## src/rtl/sobel_grad_mag_pipe.sv

```systemverilog
// sobel_grad_mag_pipe: 3-stage Sobel gradient magnitude (L1 or max+min/2) with saturation, edge flag, valid/ready.
// Define SOBEL_GRAD_STATS_EN to add a saturating edge counter (edge_count, cnt_clr).
module sobel_grad_mag_pipe #(
    parameter int IN_W  = 11,
    parameter int OUT_W = 8
`ifdef SOBEL_GRAD_STATS_EN
    ,
    parameter int CNT_W = 16
`endif
) (
    input  logic                   clk,
    input  logic                   rst,
    input  logic                   in_valid,
    output logic                   in_ready,
    input  logic signed [IN_W-1:0] gx,
    input  logic signed [IN_W-1:0] gy,
    input  logic                   mode,
    input  logic [OUT_W-1:0]       threshold,
    output logic                   out_valid,
    input  logic                   out_ready,
    output logic [OUT_W-1:0]       g,
    output logic                   edge_out
`ifdef SOBEL_GRAD_STATS_EN
    ,
    input  logic                   cnt_clr,
    output logic [CNT_W-1:0]       edge_count
`endif
);
    localparam logic [IN_W:0] G_MAX = (IN_W+1)'((1 << OUT_W) - 1);

    logic            adv;
    logic [IN_W-1:0] mx, mn;
    logic [IN_W:0]   sum;
    logic [OUT_W-1:0] sat;
    logic            v1_q, v1_d, v2_q, v2_d, v3_q, v3_d, m1_q, m1_d, e_q, e_d;
    logic [IN_W-1:0] ax_q, ax_d, ay_q, ay_d;
    logic [IN_W:0]   s_q, s_d;
    logic [OUT_W-1:0] g_q, g_d;

    // One shared advance keeps the whole pipe in lockstep; bubbles still move forward.
    always_comb begin
        adv  = !v3_q || out_ready;
        mx   = (ax_q >= ay_q) ? ax_q : ay_q;
        mn   = (ax_q >= ay_q) ? ay_q : ax_q;
        sum  = m1_q ? {1'b0, mx} + {1'b0, mn >> 1} : {1'b0, ax_q} + {1'b0, ay_q};
        sat  = (s_q > G_MAX) ? G_MAX[OUT_W-1:0] : s_q[OUT_W-1:0];
        v1_d = adv ? in_valid : v1_q;
        ax_d = adv ? (gx[IN_W-1] ? ~gx + 1'b1 : gx) : ax_q;
        ay_d = adv ? (gy[IN_W-1] ? ~gy + 1'b1 : gy) : ay_q;
        m1_d = adv ? mode : m1_q;
        v2_d = adv ? v1_q : v2_q;
        s_d  = adv ? sum : s_q;
        v3_d = adv ? v2_q : v3_q;
        g_d  = adv ? (v2_q ? sat : '0) : g_q;
        e_d  = adv ? (v2_q && sat >= threshold) : e_q;
    end

    always_ff @(posedge clk) begin
        if (rst) begin
            v1_q <= 1'b0;
            v2_q <= 1'b0;
            v3_q <= 1'b0;
            m1_q <= 1'b0;
            ax_q <= '0;
            ay_q <= '0;
            s_q  <= '0;
            g_q  <= '0;
            e_q  <= 1'b0;
        end else begin
            v1_q <= v1_d;
            v2_q <= v2_d;
            v3_q <= v3_d;
            m1_q <= m1_d;
            ax_q <= ax_d;
            ay_q <= ay_d;
            s_q  <= s_d;
            g_q  <= g_d;
            e_q  <= e_d;
        end
    end

    assign in_ready  = adv;
    assign out_valid = v3_q;
    assign g         = g_q;
    assign edge_out  = e_q;

`ifdef SOBEL_GRAD_STATS_EN
    logic [CNT_W-1:0] edge_count_q, edge_count_d;

    always_comb begin
        edge_count_d = cnt_clr ? '0 :
                       (v3_q && out_ready && e_q && edge_count_q != '1) ? edge_count_q + 1'b1 : edge_count_q;
    end

    always_ff @(posedge clk) begin
        if (rst) edge_count_q <= '0;
        else     edge_count_q <= edge_count_d;
    end

    assign edge_count = edge_count_q;
`endif
endmodule

```

## config.mk

```make
export PLATFORM = sky130hd
export DESIGN_NAME = sobel_grad_mag_pipe
export DESIGN_NICKNAME = d
export VERILOG_FILES = /design/src/rtl/sobel_grad_mag_pipe.sv
export SDC_FILE = /design/constraint.sdc
export NUM_CORES = 1
export LEC_CHECK = 0
export ABC_AREA = 1
export CAP_MARGIN = 20
export CELL_PAD_IN_SITES_DETAIL_PLACEMENT = 1
export CELL_PAD_IN_SITES_GLOBAL_PLACEMENT = 2
export CORE_ASPECT_RATIO = 1.75
export CORE_UTILIZATION = 31
export DETAILED_ROUTE_END_ITERATION = 10
export GPL_ROUTABILITY_DRIVEN = 0
export PLACE_DENSITY_LB_ADDON = 0.1
export SLEW_MARGIN = 5
export SYNTH_ARGS = -nofsm -noshare
export SYNTH_HDL_FRONTEND = slang
export SYNTH_SLANG_ARGS = --single-unit
```

## constraint.sdc

```tcl
create_clock -name clk -period 4.45 [get_ports clk]
set_clock_uncertainty 0.05 [all_clocks]
set_input_delay 1.1125 -clock clk [delete_from_list [all_inputs] [get_ports clk]]
set_output_delay 1.1125 -clock clk [all_outputs]
set_load 0.01 [all_outputs]
```

### Met1 routing, run 1

Drawn at 4 px/um. Supply wires on this layer in grey. Cells faint in the background.
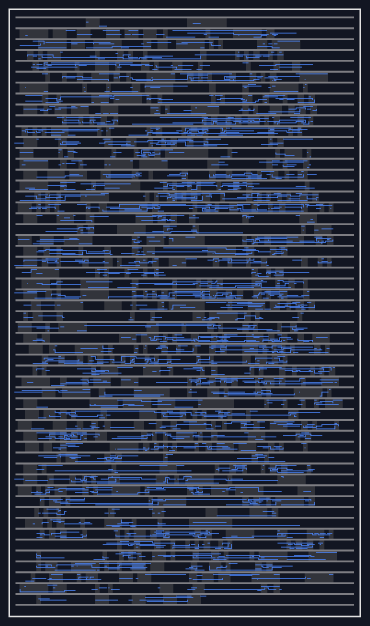
671 nets have wire on it. The longest straight run is 52.4 um. The wires run mostly horizontal. The layer holds 41% of the routed length. The layer carries 5480 um of wire.

### Metal 2, run 1

Drawn at 4 px/um.
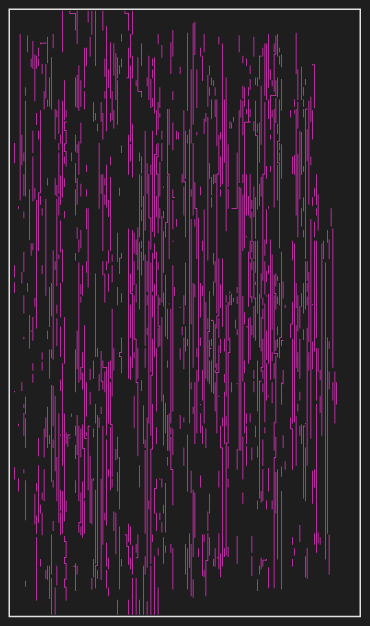
The longest straight run is 74.1 um. 613 nets have wire on it.

==> flow_metrics.env, run 1 <==
# implementation run metrics
export IMPL_status="complete, no violations"
export IMPL_cts_root_buf="clkbuf_16"
export IMPL_fp_util_pct=31.82
export IMPL_cts_setup_buffers=0
export IMPL_max_slew_margin_rel_pct=56.00
export IMPL_edf_count=0
export IMPL_port_buffers=45
export IMPL_ys_sh_xor_pct=2.878
export IMPL_hold_class="flip-flop to flip-flop"
export IMPL_syn_to_final_growth_pct=20.87
export IMPL_die_w_um=87.40
export IMPL_avgSynthCellArea_um2=6.443
export IMPL_core_area_um2=12430
export IMPL_chipHeight_um=151.4
export IMPL_chipArea_um2=13240
export IMPL_dr_pass1_iters=4
export IMPL_clockBufferDepth=2
export IMPL_synth_area_um2=3956
export IMPL_start_kind="flip-flop"
export IMPL_critPathMaxFanout=42
export IMPL_grt_pass1_vias=4251
export IMPL_worst_pin_slew_ns=0.6575
export IMPL_compound_area_share_pct=22.55
export IMPL_synth_async_sr_flop_share_pct=0
export IMPL_mux_share_pct=0
export IMPL_crit_required_ns=4.59
export IMPL_slowest_stage="dfxtp_1"
export IMPL_drv_cap=0
export IMPL_fin_crit_ns=3.743
export IMPL_powerDensity_nw_per_um2=358.7
export IMPL_yosys_area_share_simple_pct=24.57
export IMPL_ys_chip_area_um2=3956
export IMPL_cts_hold_buffers=0
export IMPL_grt_antenna_before_repair=0
export IMPL_clk_pin_slew_ns=0.07
export IMPL_worstSetupPathType="flip-flop to flip-flop"
export IMPL_drt_iter0_drc=117
export IMPL_endpoint_kind="flip-flop"
export IMPL_seq_area_frac_synth_pct=23.78
export IMPL_cpLargestDelayFamily="simple AND/OR/NAND/NOR gates"
export IMPL_htreeDepth=2
export IMPL_worst_path_most_repeated_cell="inv_1"
### Signal wires on met3, run 1

Drawn at 4 px/um. Cells faint in the background.
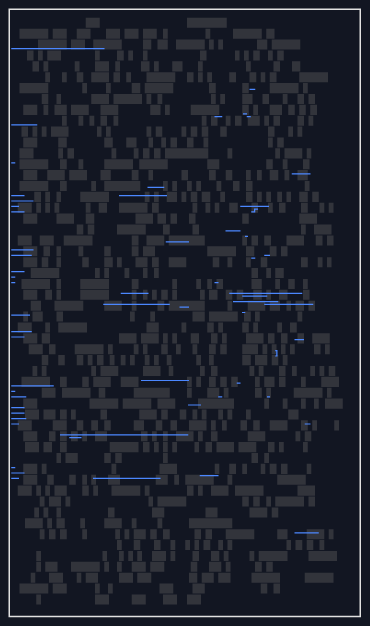
45 nets have wire on it. The wires run mostly horizontal. The longest straight run is 31.7 um. The layer holds 2.2% of the routed length. The layer carries 300 um of wire.

### Signal wires on met4, run 1

Drawn at 3 px/um. Supply wires on this layer in grey. Cells faint in the background.
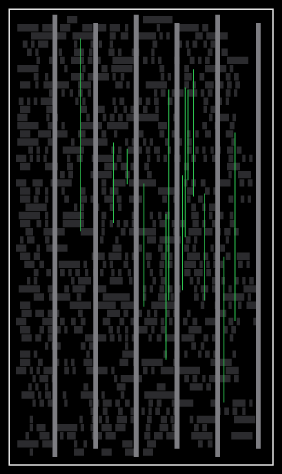
The wires run mostly vertical. The layer carries 567 um of wire. 12 nets have wire on it. The longest straight run is 70.0 um. The layer holds 4.2% of the routed length.

[run 1: layer usage]
metal	vias to the layer above	global-route usage [%]	routed length [um]
met1	1930	23.45	5475
li1	2093	-	-
met4	0	10.08	567
met5	-	0	0
met3	28	1.962	299
met2	71	41.02	7172
[run 1: logic make-up (layout without fill, tap and decap cells)]
group	count (synthesis)	after routing
xor gates and xnor gates	13	13
and+or+nand+nor	226	226
AOI/OAI and AO/OA	161	161
adders and majority gates	44	44
buffers and inverters	123	162
DFF	47	47
[run 1: per-stage QoR]
| step | utilization (%) | power [uW] | std cells | hold slack, ns | cell area [um2] |
|---|---|---|---|---|---|
| after CTS | 38.24 | 1738 | 820 | 0.4222 | 4755 |
| after global placement | 36.69 | 1206 | 812 | 0.4032 | 4562 |
| after global routing | 38.47 | 1840 | 821 | 0.4431 | 4782 |
| after detailed placement | 36.69 | 1222 | 812 | 0.4081 | 4562 |
| after floorplan | - | 985.9 | 614 | 0.3837 | 3956 |
| final | 38.47 | 1715 | 821 | 0.4176 | 4782 |
[run 1: registers in the layout, summed over array words and instances (netlist names)]
name and cells:
edge_out 1, v2_q 1, g 8, ay_q 11, ax_q 11, v1_q 1, s_q 12, m1_q 1
out_valid 1
[run 1: final cells by class]
class,instances,share of cell area (%)
multi-input cells,444,53.19
inverters,105,8.242
clock buffers,5,2.616
clock inverters,3,1.413
repair buffers,49,10.47
flip-flops and latches,47,19.68
well taps,168,4.396
[run 1: worst max-delay path by stage]
stage                  start     end  cells after the start
floorplan           ay_q[10]  s_q[6]                     22
global placement     ay_q[8]  s_q[6]                     20
detailed placement   ay_q[8]  s_q[8]                     21
CTS                  ay_q[8]  s_q[6]                     20
global route         ay_q[8]  s_q[6]                     20
finish              ay_q[10]  s_q[6]                     22
[run 1: worst min-delay path: stages, from the launching register on]
cell	delay, ns
dfxtp_1	0.30
inv_1	0.06
a211oi_1	0.06
[run 1: power by group]
group / internal, uW / switching (uW) / leakage, uW
combinational: 258 / 455 / 0.00180
clock: 323 / 185 / 0.0000900
sequential: 460 / 33.9 / 0.000388
total: 1040 / 675 / 0.00228
[run 1: synthesized netlist by cell type (11+ instances only)]
cell type | n | area [um2]
nand2_1 | 120 | 450.4
inv_1 | 100 | 375.4
a21oi_1 | 68 | 340.3
o21ai_0 | 61 | 305.3
dfxtp_1 | 47 | 940.9
ha_1 | 42 | 525.5
nor2_1 | 36 | 135.1
nand3_1 | 30 | 150.1
nor3_1 | 16 | 80.08
clkbuf_1 | 14 | 52.55
or2_2 | 11 | 68.82
[run 1: cell usage in the layout (no fill, tap or decap), drive strengths merged]
cell type,count
nand2,123
inv,105
a21oi,72
o21ai,64
dfxtp,47
clkdlybuf4s50,45
ha,42
nor2,37
nand3,30
nor3,16
or2,12
o211ai,8
xor2,8
a31oi,6
o221ai,6
nand4,6
xnor2,5
clkbuf,5
buf,4
o21bai,3
fa,2
bufinv,2
nor4,1
a211oi,1
nand3b,1
o2111ai,1
clkinvlp,1
### Track usage over the die, run 1

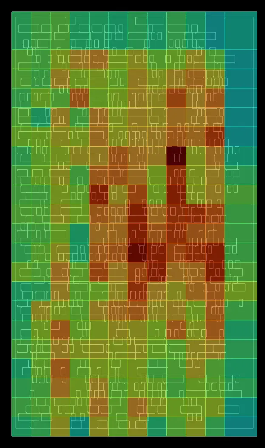

--- run 2 (diff from run 1) ---
clock period = 3.6 ns   (was 4.45 ns; I/O delays follow)
### Track usage over the die, run 2

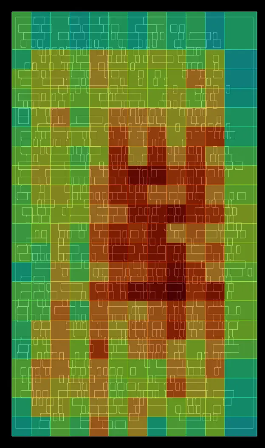
layer with the highest usage: met2
met1 Use GR: 25.73%
wire length per cell: 17.99 um
GR Layer Usage met3: 2.234%

### Signal wires on met3, run 2

Drawn at 4 px/um. Cells faint in the background.
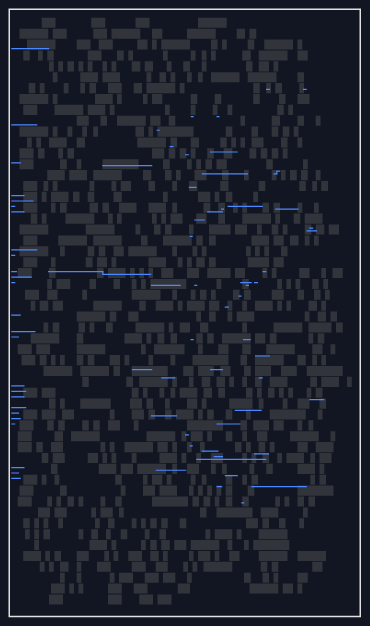
The wires run mostly horizontal. The longest straight run is 17.3 um.
DR vias: 4336
Post-Route WL: 15250 um

==> run 2 against run 1 <==
  * Clock power fell by 0.8%
  * Count of clock-buffer cells in the layout unchanged
  * Register-to-register slack worse by 0.68 ns
  * Global-route usage rose by 2.2 points
  * Area after synthesis unchanged
  * Largest cell class unchanged
==> flow_metrics.env, run 2 <==
# implementation run metrics
export IMPL_worst_path_most_repeated_cell="nand2_1"
export IMPL_grt_pass1_vias=4553
export IMPL_fp_util_pct=31.82
export IMPL_largest_register_ffs=12
export IMPL_clk_pin_slew_ns=0.08
export IMPL_start_kind="flip-flop"
export IMPL_lay_top_cells="nand2_1, inv_1, a21oi_1"
export IMPL_synth_top_area_share_pct=23.78
export IMPL_status="complete, no violations"
export IMPL_chipHeight_um=151.4
export IMPL_endpoint_kind="flip-flop"
export IMPL_cts_root_buf="clkbuf_16"
export IMPL_drt_iter0_drc=143
export IMPL_clockBufferDepth=2
export IMPL_port_buffers=45
export IMPL_hold_class="flip-flop to flip-flop"
export IMPL_chipArea_um2=13240
export IMPL_slowest_stage="ha_2"
export IMPL_worstSetupPathType="flip-flop to flip-flop"
export IMPL_synth_area_um2=3956
export IMPL_cpLargestDelayFamily="simple AND/OR/NAND/NOR gates"
export IMPL_final_core_util_pct=41.27
export IMPL_max_slew_margin_rel_pct=52.39
export IMPL_syn_to_final_growth_pct=29.70
export IMPL_dp_cells=830
export IMPL_synthTopCellsByArea="dfxtp_1, ha_1, nand2_1"
export IMPL_avgSynthCellArea_um2=6.443
export IMPL_critPathMaxFanout=10
export IMPL_mostFrequentLayoutCell="nand2_1"
export IMPL_fin_cells=848
export IMPL_synth_async_sr_flop_share_pct=0
export IMPL_yosys_area_top_type="dfxtp_1"
export IMPL_finalHoldWorstSlack_ns=0.4201
export IMPL_die_w_um=87.40
export IMPL_powerDensity_nw_per_um2=430.4
export IMPL_reg_top3="s_q (12), ax_q (11), ay_q (11)"
export IMPL_dr_pass1_iters=4
export IMPL_worst_pin_slew_ns=0.7068
export IMPL_ys_chip_area_um2=3956
export IMPL_crit_required_ns=3.75
export IMPL_fin_crit_ns=3.571
export IMPL_htreeDepth=2
### Met1 routing, run 2

Drawn at 4 px/um. Supply wires on this layer in grey. Cells faint in the background.
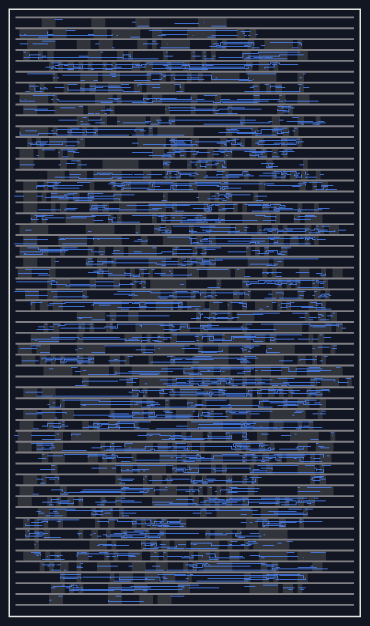
699 nets have wire on it. The layer carries 6030 um of wire. The longest straight run is 47.8 um.

==> run 2: cell count changes in the layout (fill, tap and decap cells not counted), moves of 3 or more <==
cell	previous run	this run
a21oi_1	68	64
a21oi_2	4	7
buf_4	3	26
ha_1	42	33
ha_4	0	7
inv_6	0	3
o21ai_0	61	54
o21ai_1	1	6
==> run 2: power breakdown <==
| group | internal, uW | leakage (uW) | switching [uW] | total [uW] |
|---|---|---|---|---|
| Sequential | 569 | 0.000389 | 35.3 | 604 |
| Combinational | 418 | 0.00196 | 683 | 1100 |
| Clock | 266 | 0.0000752 | 238 | 504 |
| Total | 1250 | 0.00242 | 956 | 2210 |
==> run 2: cell families (layout without fill, tap and decap cells) <==
family | after synthesis | count (layout) | share of synthesized area (%)
flops | 47 | 47 | 23.78
compound gates | 161 | 161 | 22.55
simple gates | 226 | 229 | 24.57
xor+xnor | 13 | 13 | 2.878
fa+ha+maj | 44 | 44 | 14.29
buf+inv | 123 | 186 | 11.92
==> run 2: routing by layer <==
layer	wire, um	part of all wire [%]	global-route usage, %
met3	267	1.8	2.234
met1	6026	40	25.73
met4	1123	7.4	15.00
met5	0	0	0
met2	7836	51	43.59
==> run 2: cell type report <==
type	instances	area, um2
fill	1619	7301
multi-input combinational	447	2755
sequential	47	943.4
timing repair buffer	73	676.9
inverter	105	394.1
tap	168	210.2
clock buffer	5	125.1
clock inverter	3	26.28
==> run 2: through the flow <==
step	area, um2	power (uW)	setup slack (ns)
finish	5131	2209	0.02923
CTS	4861	2091	0.01657
global route	5131	2379	-0.1486
global placement	4697	1556	0.06765
detailed placement	4697	1576	-0.04264
floorplan	3956	1219	0.5400
==> run 2: what timing repair did <==
| action | 4_1_cts | 5_1_grt |
|---|---|---|
| setup buffers | 0 | 7 |
| pin swaps | 0 | 10 |
| gates resized | 4 | 36 |
| hold buffers | 0 | 0 |
| setup endpoints to repair | 5 | 8 |
| gates cloned | 0 | 3 |
==> run 2: path summary, 6_finish.rpt <==
path	start	end	slack, ns	cells past startpoint
min reg2reg	g[3]	g[3]	0.42	2
max reg2reg	ay_q[9]	s_q[10]	0.03	20
min	g[3]	g[3]	0.42	2
max	ay_q[9]	s_q[10]	0.03	20
==> run 2: worst reg2reg max path, stage by stage (launching register included) <==
cell,delay [ns]
dfxtp_2,0.36
inv_1,0.09
ha_1,0.32
nand2_2,0.10
inv_1,0.06
nand2_1,0.09
nand2_1,0.10
a21oi_4,0.27
buf_6,0.18
nand2_4,0.13
o21ai_1,0.27
ha_2,0.38
a21oi_2,0.24
o21ai_0,0.11
nand2_1,0.07
nand3_1,0.13
nand3b_1,0.19
nand3_1,0.08
nand3_1,0.11
nand2_1,0.10
inv_1,0.04
--- run 3 (diff from run 2) ---
ABC_CLOCK_PERIOD_IN_PS = 3600   (was default)
### Signal wires on met3, run 3

Drawn at 4 px/um. Cells faint in the background.
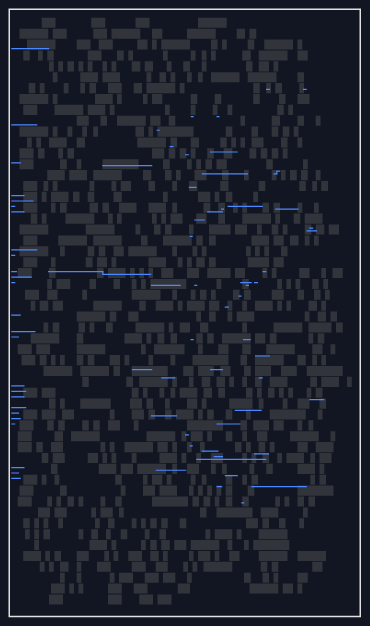
The layer carries 268 um of wire. The layer holds 1.8% of the routed length.

### Signal wires on met4, run 3

Drawn at 3 px/um. Supply wires on this layer in grey. Cells faint in the background.
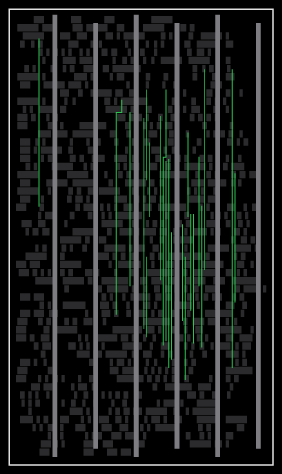
The longest straight run is 99.3 um. The wires run mostly vertical. The layer carries 1120 um of wire.

### Met1 routing, run 3

Drawn at 4 px/um. Supply wires on this layer in grey. Cells faint in the background.
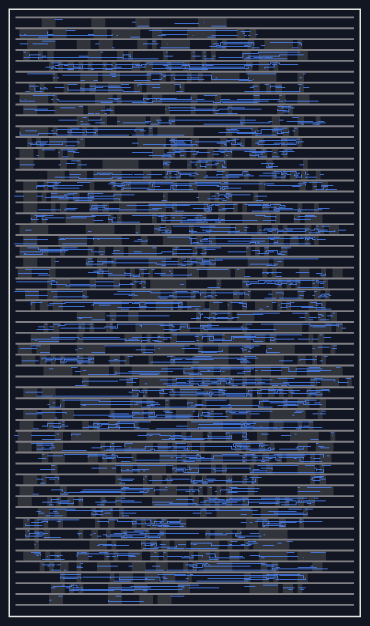
The layer carries 6030 um of wire. The wires run mostly horizontal. 699 nets have wire on it. The layer holds 40% of the routed length.

==> run 3 against run 2 <==
  * Cell count stayed put
  * Non-clock buffer count stayed put
  * Flip-flop count stayed put
  * Register-to-register slack hardly changed
  * Maximum frequency stayed put
  * Die size stayed put
  * Worst hold slack stayed put
  * Critical path depth stayed put
  * Combinational power hardly changed
  * Routed wire length stayed put
  * Clock power hardly changed
  * Critical path type unchanged
  * Largest power group unchanged
==> flow_metrics.env, run 3 <==
# implementation run metrics
export IMPL_worst_path_most_repeated_cell="nand2_1"
export IMPL_synth_top_area_share_pct=23.78
export IMPL_mostFrequentLayoutCell="nand2_1"
export IMPL_critPathMaxFanout=10
export IMPL_lay_top_cells="nand2_1, inv_1, a21oi_1"
export IMPL_clk_pin_slew_ns=0.08
export IMPL_htreeDepth=2
export IMPL_worst_pin_slew_ns=0.7068
export IMPL_start_kind="flip-flop"
export IMPL_use_met1_pct=25.73
export IMPL_synthTopCellsByArea="dfxtp_1, ha_1, nand2_1"
export IMPL_die_w_um=87.40
export IMPL_status="complete, no violations"
export IMPL_powerDensity_nw_per_um2=430.4
export IMPL_fin_total_pwr_uw=2209
export IMPL_cts_hold_buffers=0
export IMPL_max_slew_margin_rel_pct=52.39
export IMPL_grt_use_met2_pct=43.59
export IMPL_dr_pass1_iters=4
export IMPL_clockBufferDepth=2
export IMPL_dp_slack_ns=-0.04264
export IMPL_grt_pass1_vias=4553
export IMPL_fillers=1619
export IMPL_avgSynthCellArea_um2=6.443
run 3: cell families after synthesis:
family	synth area share [%]
AOI/OAI and AO/OA	22.55
xor gates and xnor gates	2.878
adders and majority gates	14.29
buffers and inverters	11.92
DFF	23.78
and+or+nand+nor	24.57
run 3: final timing paths:
check                              from  endpoint  slack [ns]  depth (start not counted)
worst min-delay path               g[3]      g[3]        0.42                          2
worst max-delay path            ay_q[9]   s_q[10]        0.03                         20
worst min register to register     g[3]      g[3]        0.42                          2
worst max register to register  ay_q[9]   s_q[10]        0.03                         20
run 3: worst register-to-register path: stages, from the launching register on:
cell,delay [ns]
dfxtp_2,0.36
inv_1,0.09
ha_1,0.32
nand2_2,0.10
inv_1,0.06
nand2_1,0.09
nand2_1,0.10
a21oi_4,0.27
buf_6,0.18
nand2_4,0.13
o21ai_1,0.27
ha_2,0.38
a21oi_2,0.24
o21ai_0,0.11
nand2_1,0.07
nand3_1,0.13
nand3b_1,0.19
nand3_1,0.08
nand3_1,0.11
nand2_1,0.10
inv_1,0.04
run 3: what timing repair did:
item,CTS,global route
pin swaps,0,10
setup endpoints to repair,5,8
gates cloned,0,3
buffers inserted,0,7
gates resized,4,36
run 3: layout make-up:
type                            instances  area [um2]  area share [%]
Multi-Input combinational cell        447        2755           53.69
Sequential cell                        47       943.4           18.39
Timing Repair Buffer                   73       676.9           13.19
Inverter                              105       394.1           7.681
Tap cell                              168       210.2           4.097
Clock buffer                            5       125.1           2.438
Clock inverter                          3       26.28          0.5121
run 3: metrics by stage:
step / TNS [ns] / instances / util (%) / area (um2) / hold WS (ns)
after floorplan: 0 / 614 / - / 3956 / 0.3837
after global placement: 0 / 830 / 37.78 / 4697 / 0.4030
after detailed placement: -0.09468 / 830 / 37.78 / 4697 / 0.4109
after CTS: 0 / 838 / 39.10 / 4861 / 0.4254
after global routing: -0.4820 / 848 / 41.27 / 5131 / 0.4512
final: 0 / 848 / 41.27 / 5131 / 0.4201
run 3: metal layers:
| layer | wire length [um] | part of all wire, % |
|---|---|---|
| met3 | 267 | 1.8 |
| met2 | 7836 | 51 |
| met4 | 1123 | 7.4 |
| met1 | 6026 | 40 |
| met5 | 0 | 0 |
run 3: report_power, final:
group	internal, uW	switching, uW
Sequential	569	35.3
Clock	266	238
Combinational	418	683
Total	1250	956
Power is estimated from default activity; no workload was simulated.
